[config.mk]
export PLATFORM = sky130hd
export DESIGN_NAME = collatz_range
export DESIGN_NICKNAME = d
export VERILOG_FILES = /design/src/rtl/collatz_pkg.sv /design/src/rtl/collatz_step.sv /design/src/rtl/collatz_range.sv
export SDC_FILE = /design/constraint.sdc
export NUM_CORES = 2
export LEC_CHECK = 0
export CELL_PAD_IN_SITES_DETAIL_PLACEMENT = 1
export CELL_PAD_IN_SITES_GLOBAL_PLACEMENT = 1
export CORE_MARGIN = 2
export CORE_UTILIZATION = 51
export DETAILED_ROUTE_END_ITERATION = 16
export GPL_TIMING_DRIVEN = 0
export HOLD_SLACK_MARGIN = 0.15
export PLACE_DENSITY = 0.85
export SYNTH_ARGS = -nofsm -noshare
export SYNTH_HDL_FRONTEND = slang
export SYNTH_SLANG_ARGS = --single-unit
[constraint.sdc]
create_clock -name clk -period 5.55 [get_ports clk]
set_input_delay 1.665 -clock clk [delete_from_list [all_inputs] [get_ports clk]]
set_output_delay 1.665 -clock clk [all_outputs]
set_load 0.01 [all_outputs]
[src/rtl/collatz_pkg.sv]
// collatz_pkg: shared FSM state encoding and count width for the Collatz range engine
package collatz_pkg;
    localparam int CNT_W = 16;
    typedef enum logic [2:0] {IDLE, LOAD, ITER, STORE, DONE} state_t;
endpackage

[src/rtl/collatz_step.sv]
// collatz_step: per-number Collatz engine; load_i/value_i seed it, busy_o stays high while more steps follow, count_o is the running count
module collatz_step
    import collatz_pkg::*;
(
    input  logic             clk,
    input  logic             rst_n,
    input  logic             load_i,
    input  logic [31:0]      value_i,
    output logic             busy_o,
    output logic [CNT_W-1:0] count_o
);
    logic [31:0]      v_q;
    logic [31:0]      nv;
    logic [CNT_W-1:0] c_q;
    assign nv = v_q[0] ? {v_q[30:0], 1'b0} + v_q + 32'd1 : v_q >> 1;
    // busy_o looks one step ahead so the sequencer leaves ITER on the cycle the final step lands
    assign busy_o  = load_i ? value_i > 32'd1 : (v_q > 32'd1 && nv > 32'd1);
    assign count_o = c_q;
    always_ff @(posedge clk or negedge rst_n) begin
        if (!rst_n) begin
            v_q <= '0;
            c_q <= '0;
        end else if (load_i) begin
            v_q <= value_i;
            c_q <= {{(CNT_W-1){1'b0}}, value_i != 32'd0};
        end else if (v_q > 32'd1) begin
            v_q <= nv;
            c_q <= (&c_q) ? c_q : c_q + 1'b1;
        end
    end
endmodule

[src/rtl/collatz_range.sv]
// collatz_range: runs Collatz counts for RAM_WORDS consecutive start values into a result RAM
// ports: go starts a run at n0=start; start[RAM_ADDR_BITS-1:0] is the read address otherwise;
// done is a held completion level; count is the registered RAM read (1-cycle latency)
module collatz_range
    import collatz_pkg::*;
#(
    parameter int RAM_WORDS     = 256,
    parameter int RAM_ADDR_BITS = 8
) (
    input  logic             clk,
    input  logic             rst_n,
    input  logic             go,
    input  logic [31:0]      start,
    output logic             done,
    output logic [CNT_W-1:0] count
);
    state_t                   state_q;
    logic [31:0]              base_q;
    logic [RAM_ADDR_BITS-1:0] i_q;
    logic                     done_q;
    logic [CNT_W-1:0]         count_q;
    logic                     busy;
    logic [CNT_W-1:0]         c;
    logic [CNT_W-1:0]         ram [RAM_WORDS];
    logic                     load;
    logic [31:0]              value;
    assign load  = state_q == LOAD;
    assign value = base_q + 32'(i_q);
    assign done  = done_q;
    assign count = count_q;
    collatz_step u_step (
        .clk(clk), .rst_n(rst_n), .load_i(load), .value_i(value), .busy_o(busy), .count_o(c)
    );
    always_ff @(posedge clk or negedge rst_n) begin
        if (!rst_n) begin
            state_q <= IDLE;
            base_q  <= '0;
            i_q     <= '0;
            done_q  <= 1'b0;
        end else begin
            case (state_q)
                IDLE, DONE: if (go) begin
                    base_q  <= start;
                    i_q     <= '0;
                    done_q  <= 1'b0;
                    state_q <= LOAD;
                end
                // values 0 and 1 need no steps and go straight to STORE
                LOAD: state_q <= busy ? ITER : STORE;
                ITER: if (!busy) state_q <= STORE;
                STORE: if (i_q == RAM_ADDR_BITS'(RAM_WORDS - 1)) begin
                    state_q <= DONE;
                    done_q  <= 1'b1;
                end else begin
                    i_q     <= i_q + 1'b1;
                    state_q <= LOAD;
                end
                default: state_q <= IDLE;
            endcase
        end
    end
    always_ff @(posedge clk) begin
        if (state_q == STORE) ram[i_q] <= c;
    end
    always_ff @(posedge clk or negedge rst_n) begin
        if (!rst_n) count_q <= '0;
        else count_q <= ram[start[RAM_ADDR_BITS-1:0]];
    end
endmodule
Fig. 1: cell area per tile
The bar under the picture is 200 microns long. The die is cut into 29 by 29 equal tiles; dark blue is low, red is high, 0 to 100% covered.
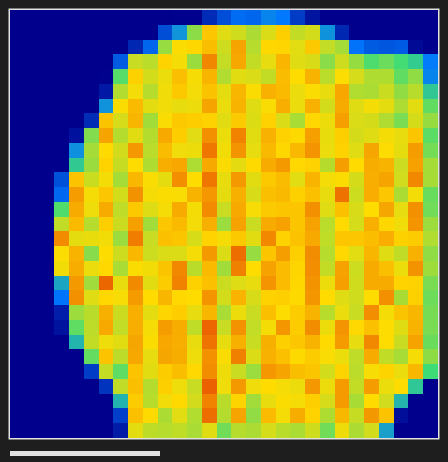
tiles over 75% full: 34%
fullest tile: 89%
mean over tiles: 56%
emptiest ninth of the die: top left
nearly empty tiles: 20%

Fig. 2: routing congestion map
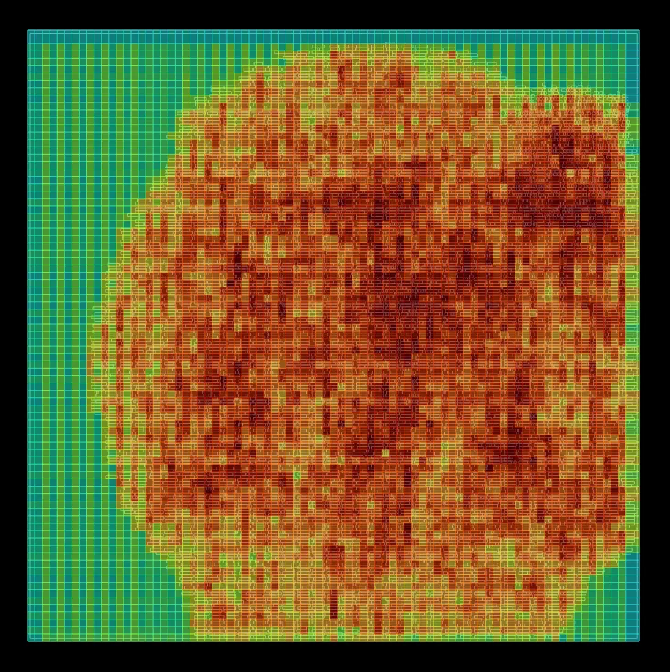
Global Route met2 Usage: 0.5620
met1 Track Usage GR: 0.4340
final core utilization: 0.5847

==> flow_summary.json <==
{
  "worst_pin_slew_ps": 1553,
  "lay_top_cells": "edfxtp_1, mux4_2, clkbuf_16",
  "flop_cell": "edfxtp_1",
  "yosysUniqueCellTypes": 60,
  "netlist_logic_family_top": "multiplexers",
  "top_layer_used": "met5",
  "pwr-share-clk": 0.387,
  "hp-class": "reg -> reg",
  "clock.fmax_ghz": 0.1729,
  "crit_chain": "nand2b_1 -> nor2_1 -> clkbuf_1 -> nand3_1 -> clkbuf_2 -> buf_16 -> nor2_2",
  "antenna_found_initial": 70,
  "rr_startpoint": "state_q[1]",
  "dr_total_vias": 92460,
  "use_met3": 0.1110,
  "areaGrowthSynthToFinish_pct": 14.18,
  "pg_clk_mw": 29.2,
  "post_cts_buffers": 0,
  "top_area_frac": 0.7485,
  "synthArstFlopShare": 0.02569,
  "met3_length_microns": 82700,
  "slew_headroom": -0.03540,
  "coreArea_sq_um": 320900,
  "yosysTopAreaCell": "edfxtp_1",
  "holdWs_ps": 558.2,
  "tool_warnings": 60,
  "endpoint_kind": "flop",
  "wl_met1_microns": 178800,
  "worst_slack_ps": -234.0,
  "outcome": "finished, violations left",
  "dp_slack_ps": -2250,
  "cap_violations": 2,
  "grt_pass1_wl_microns": 798800,
  "ys_sh_aoi": 0.009868,
  "finalSetupViolCount": 120,
  "cp_top_family": "simple AND/OR/NAND/NOR gates",
  "whs_endpoint": "base_q[31]",
  "adder_share": 0.005269,
  "worstSetupStartpoint": "state_q[1]",
  "top_cells_by_area": "edfxtp_1, mux4_2, dfrtp_1",
  "fin_crit_sh": 1.042,
  "slew_violations": 17,
  "violations": "capacitance limit, slew limit, setup timing",
  "cts_tree": "done",
  "comb-power_mw": 9.29,
  "lay_top_count": "edfxtp_1",
  "p_leak_nw": 52.37
}
Fig. 3: wiring heat map
The bar under the picture is 200 microns long. The die is cut into 29 by 29 equal tiles; dark blue is low, red is high, scaled to the fullest tile. Values are wire area over tile area, all layers added.
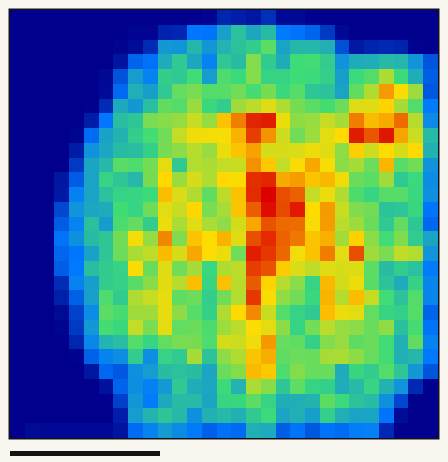
tiles over half the peak: 42%
fullest tile: 0.81
nearly empty tiles: 21%
densest ninth of the die: middle
mean over tiles: 0.33

==> worst max-delay path by stage <==
| stage | slack (ps) | to |
|---|---|---|
| 6_report | -230 | ram[138][5] |
| 5_1_grt | -20 | count[4] |
| 4_1_cts | 6 | count[8] |
| 3_5_place_dp | -2250 | count[2] |
| 3_3_place_gp | -4480 | u_step.count_o[11] |
| 2_1_floorplan | 30 | u_step.count_o[0] |
==> state kept, by name, indices dropped and copies added, names as in the netlist <==
name,cells
done,1
u_step.count_o,16
count,16
state_q,3
u_step.v_q,32
i_q,8
base_q,32
ram,4096
==> layout make-up <==
class                   count  area (sq um)
inverters                  50         187.7
diodes                     51         127.6
fillers                 26240        133300
well taps                4305          5386
plain buffers             391          1644
flip-flops and latches   4204        125800
clock buffers             494         10430
clock inverters           234          2854
repair buffers            225          3730
multi-input cells        2404         37510
Power figures rest on the tool's default switching activity, not on a simulated workload.
